run_1/clk_routes.png
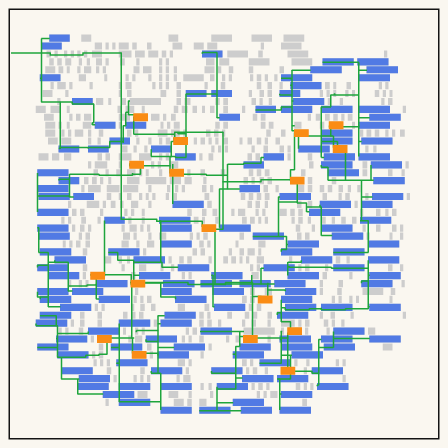
run_1/congestion.png
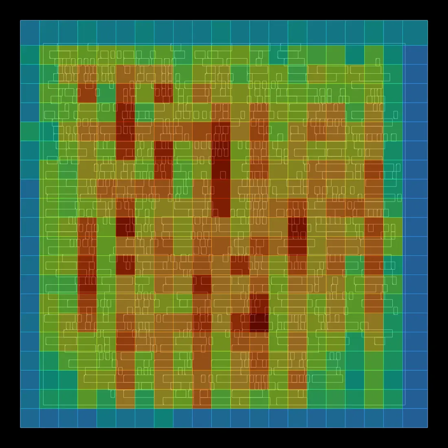
run_1/io_placement.png
Pins as bars across the die edge, other pins in gray.
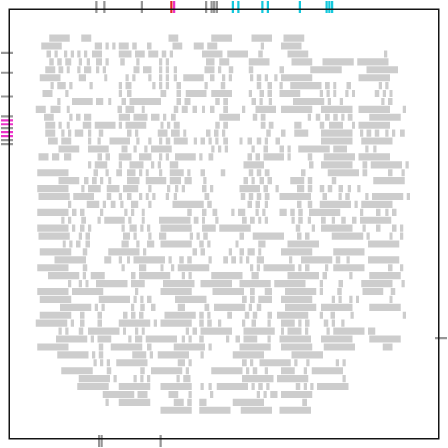
run_1/wires.png
Two of the layers only.
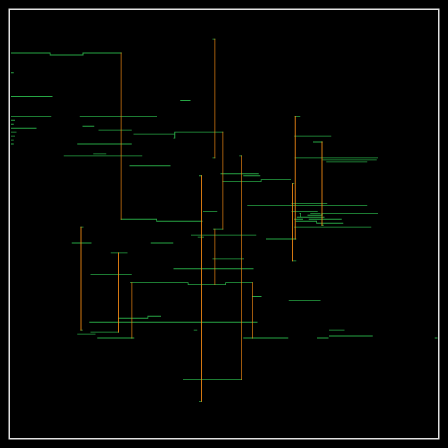
Design var_delay_mem, sky130hd; sources not shown.
==> results.txt, run 1 <==
Notes on the flow run.

- The run finished with clean final reports.
- After detailed routing, the number of vias per cell comes to 5.281.
- Per the synthesis report, the AND-OR/OR-AND share of the synthesized area is 0.05558.
- The power attributed to sequential cells is 1.99 mW, for reference.
- Per the synthesis report, the simple-gate share of the synthesized area is 0.2354.
- Once the clock tree was built, the resizer swapped 0 gates to a different size.
- The share of total power dissipated in combinational logic is 0.189.
- The path type of the worst min-delay path is register to register, for reference.
- The dominant register cell in the synthesized netlist is sky130_fd_sc_hd__edfxtp_1, for reference.
- The main area contributors are sky130_fd_sc_hd__edfxtp_1 (56%), sky130_fd_sc_hd__nand2_1 (10%), sky130_fd_sc_hd__nand3_1 (9.3%).
- After detailed routing, the number of remaining DRC violations is 0.
- For flop-to-flop paths, the worst setup slack is 0.70 ns.
- The number of detailed-route iterations in the first pass is 5, for reference.
- The cell taking the most area after synthesis is sky130_fd_sc_hd__edfxtp_1, for reference.
- The critical path endpoint category is a register, for reference.
- Wire segments on met2 add up to 9900 um in the final route.
- The arrival time reported for the critical path endpoint is 3.17 ns, for reference.
- In this run, distinct cell masters in the synthesized netlist total 35.
- In this run the deepest clock path goes through 2 buffers.
- The total power is 4.069 mW, for reference.
- The final RePlAce weighted congestion is 0.8364, for reference.
- After layout, the worst setup slack is 0.7019 ns.
- For reference, the mux area share after synthesis is 0.
- Of the total synthesized cell area, the portion taken by XOR and XNOR cells is 0.003827.
About clk_routes.png:
legend:
  clock drivers:
    color: orange
    count: 17
  flip-flops:
    color: blue
    count: 151
  clock wires:
    color: green
    length: 1860 um
flops lie: all over the die
Power Clock: 1.31 mW
largest clock skew in the final design: 0.01222 ns
part of the total power dissipated in the clock network: 0.322
clock network latency to the later pin of the worst-skew pair: 0.45 ns

About congestion.png:
overall track demand over capacity in global routing: 0.1957
met2 Usage GRT: 0.3187
met3 routing resource usage after global routing: 0.04091
drt wl/cell: 20.50 um

About io_placement.png:
legend:
  `dly`:
    color: magenta
    pins: 5
    direction: input
    edge: 4 left, 1 top
  `en`:
    color: red
    pins: 1
    direction: input
    edge: top
  `dout`:
    color: cyan
    pins: 8
    direction: output
    edge: top
all pins by edge: 17 top, 11 left, 3 bottom, 1 right
die outline width: 147.0 um
input/output buffers: 31

About wires.png:
legend:
  metal 4:
    color: orange
    wire_length: 503 um
  metal 3:
    color: green
    wire_length: 862 um
Detailed Route WL: 20270 um
number of vias after detailed routing: 5223

==> run 1: cell type report <==
class,count,area [um^2],area share
flip-flops and latches,151,4304,0.5380
multi-input cells,452,2160,0.2699
repair buffers,58,605.6,0.07570
well taps,225,281.5,0.03519
inverters,71,266.5,0.03331
clock buffers,18,247.7,0.03097
clock inverters,14,135.1,0.01689
==> run 1: cells in the final DEF (no fill, tap or decap), drive strengths merged <==
master and count:
a211oi 1, clkinvlp 3, clkinv 4, xor2 3, fa 1, nand3b 1, o221ai 1, edfxtp 128
clkbuf 18, clkdlybuf4s50 23, dfxtp 23, nor3 3, a21oi 24, o21ai 42, buf 35, or2 1
nand2 194, nand4 1, inv 76, nor4 1, o32ai 2, a21o 1, bufinv 2, nor2 36
nand3 130, a31oi 1, ha 9
run_1/placement_by_type.png
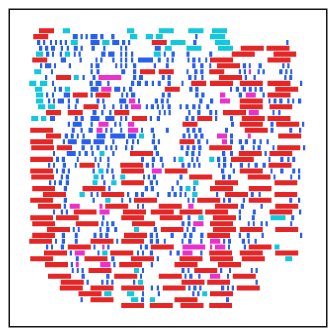

==> inputs of run 2 (changes only) <==
Clock period 3.5 ns to 2.9 ns, I/O delays scaled along.
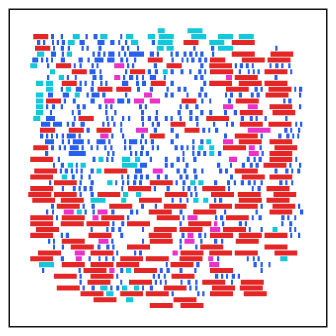
run_2/placement_by_type.png
legend:
  sequential cells:
    color: red
    cells: 151
    share_of_their_area: 55%
  clock drivers and dummy loads:
    color: magenta
    cells: 32
    share_of_their_area: 5.0%
  remaining buffers and delay cells:
    color: cyan
    cells: 64
    share_of_their_area: 8.7%
  combinational and other logic:
    color: blue
    cells: 523
    share_of_their_area: 31%
cell row count: 48
Final Instance Area: 0.008098 mm^2
sequential fraction of total cell area: 0.5315
fraction of the core area covered by cells at the end of the flow: 0.4748

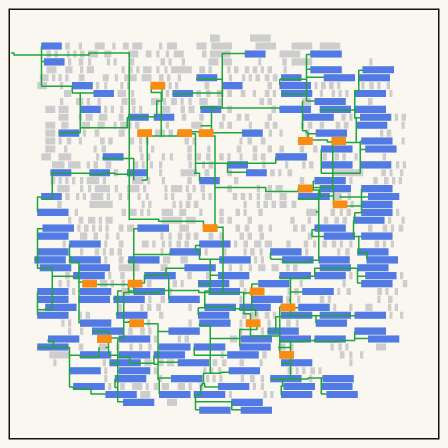
run_2/clk_routes.png
legend:
  flip-flops:
    color: blue
    count: 151
  clock wires:
    color: green
    length: 1800 um
  clock drivers:
    color: orange
    count: 17
flops lie: all over the die
largest clock skew in the final design: 0.01269 ns
part of the total power dissipated in the clock network: 0.324

==> run 2 against run 1 <==
Sequential cell count did not move. Sequential power rose by 21%. Via count fell by 0.31%. Combinational power rose by 24%. Count of clock-buffer cells in the layout fell by 1. Critical path depth did not move.
==> results.txt, run 2 <==
Notes on the flow run.

- Status: finished clean (unchanged).
- The cell taking the most area after synthesis is sky130_fd_sc_hd__edfxtp_1 (unchanged), for reference.
- The final RePlAce weighted congestion came to 0.8258 (was 0.8364).
- The worst setup timing slack at the placement stage is 0.1071 ns (was 0.4442 ns), for reference.
- The critical path endpoint category is a register (unchanged), for reference.
- The top cell type's share of synthesized area is 0.5598 (unchanged), for reference.
- The path type of the worst min-delay path is register to register (unchanged), for reference.
- The clock insertion delay at the later pin of the skew report is 0.45 ns (about the same), for reference.
- The count of cell types in the netlist is 35 (unchanged), for reference.
- The wire length reported by the detailed router is 20100 um (was 20270 um).
- The number of buffer cells added on primary ports is 31 (unchanged), for reference.
- The number of design rule violations left after detail routing is 0 (unchanged).
- The post-synth tally of flip-flops with integrated enable came to 128 (unchanged).
- The fraction of area in multi-input gates is 0.2682 (was 0.2699), for reference.
- The wire length of the first global-routing pass is 31430 um (was 31880 um), for reference.
- The number of vias after detailed routing is 5207 (was 5223).
- The slack of the worst reg-to-reg path came to 0.16 ns (was 0.70 ns).
- The via count of the first global-routing pass was 5482 (was 5501).
- The routed via count divided by cell count is 5.233 (was 5.281).
- The non-clock inverter total of the final layout is 71 (unchanged).
- The largest fanout on the critical path is 11 (was 16).
- The number of well taps came to 225 (unchanged).
- The footprint of the flip-flops and latches came to 0.004304 mm^2 (unchanged).
- The highest signal layer in the routed design is met4 (unchanged), for reference.
- The count of flip-flops and latches was 151 (unchanged).
- The total clock network power is 1.61 mW (was 1.31 mW), for reference.
- The wire length on met2 is 9752 um (was 9900 um), for reference.
- Cells taking the most area after synthesis: sky130_fd_sc_hd__edfxtp_1 (56%), sky130_fd_sc_hd__nand2_1 (10%), sky130_fd_sc_hd__nand3_1 (9.3%) (unchanged).
- The overall track demand over capacity in global routing is 0.1919 (was 0.1957), for reference.
- The largest buffer count on any clock path came to 2 (unchanged).
- The x dimension of the die is 147.0 um (unchanged), for reference.
- The number of detailed-route iterations in the first pass is 4 (was 5), for reference.
- The shortest clock period the worst path allows after layout is 2.738 ns (was 2.798 ns).
- The number of logic gates is 452 (unchanged), for reference.
- The clock-cell share of area was 0.04867 (was 0.04786).
- The dominant register cell in the synthesized netlist is sky130_fd_sc_hd__edfxtp_1 (unchanged).
- The clock tree buffer count of the final layout is 17 (was 18), for reference.
- The placeable core region is 0.01706 mm^2 (unchanged), for reference.
- The total power is 4.964 mW (was 4.069 mW), for reference.
- The power attributed to sequential cells is 2.40 mW (was 1.99 mW), for reference.
- The most common logic cell in the routed design was sky130_fd_sc_hd__nand2_1 (unchanged).
- The number of ordinary and repair buffers in the finished layout is 64 (was 58), for reference.
- The combinational power share was 0.193 (was 0.189).
- The number of cells on the critical path is 13 (unchanged), for reference.
- The least setup slack across all paths after layout was 0.1617 ns (was 0.7019 ns).
- The area share of buffers outside the clock network is 0.08390 (was 0.07570), for reference.
- The number of nets still failing antenna checks after routing is 0 (unchanged).
- The number of H-tree levels is 4 (unchanged), for reference.
run 2: kinds of logic (layout without fill, tap and decap cells):
group,count (synthesis),after routing,synth area share
flops,151,151,0.6268
fa+ha+maj,10,10,0.01932
simple gates,367,367,0.2354
buf+inv,100,167,0.05904
compound gates,72,72,0.05558
xor+xnor,3,3,0.003827
run 2: worst min-delay path, stage by stage (launching register included):
cell and delay, ns:
sky130_fd_sc_hd__dfxtp_1 0.35, sky130_fd_sc_hd__inv_1 0.09, sky130_fd_sc_hd__a211oi_1 0.07
run 2: layer usage:
layer  vias up  track usage
met1      2585       0.2485
li1       2489            -
met4         0      0.06833
met2       107       0.3154
met3        26      0.03660
met5         -            0
run 2: repair_timing:
action,CTS,global route
setup endpoints to repair,0,7
hold endpoints to repair,0,0
hold buffers,0,0
gates resized,0,5
No activity file was given, so power comes from the tool's default toggle rates.
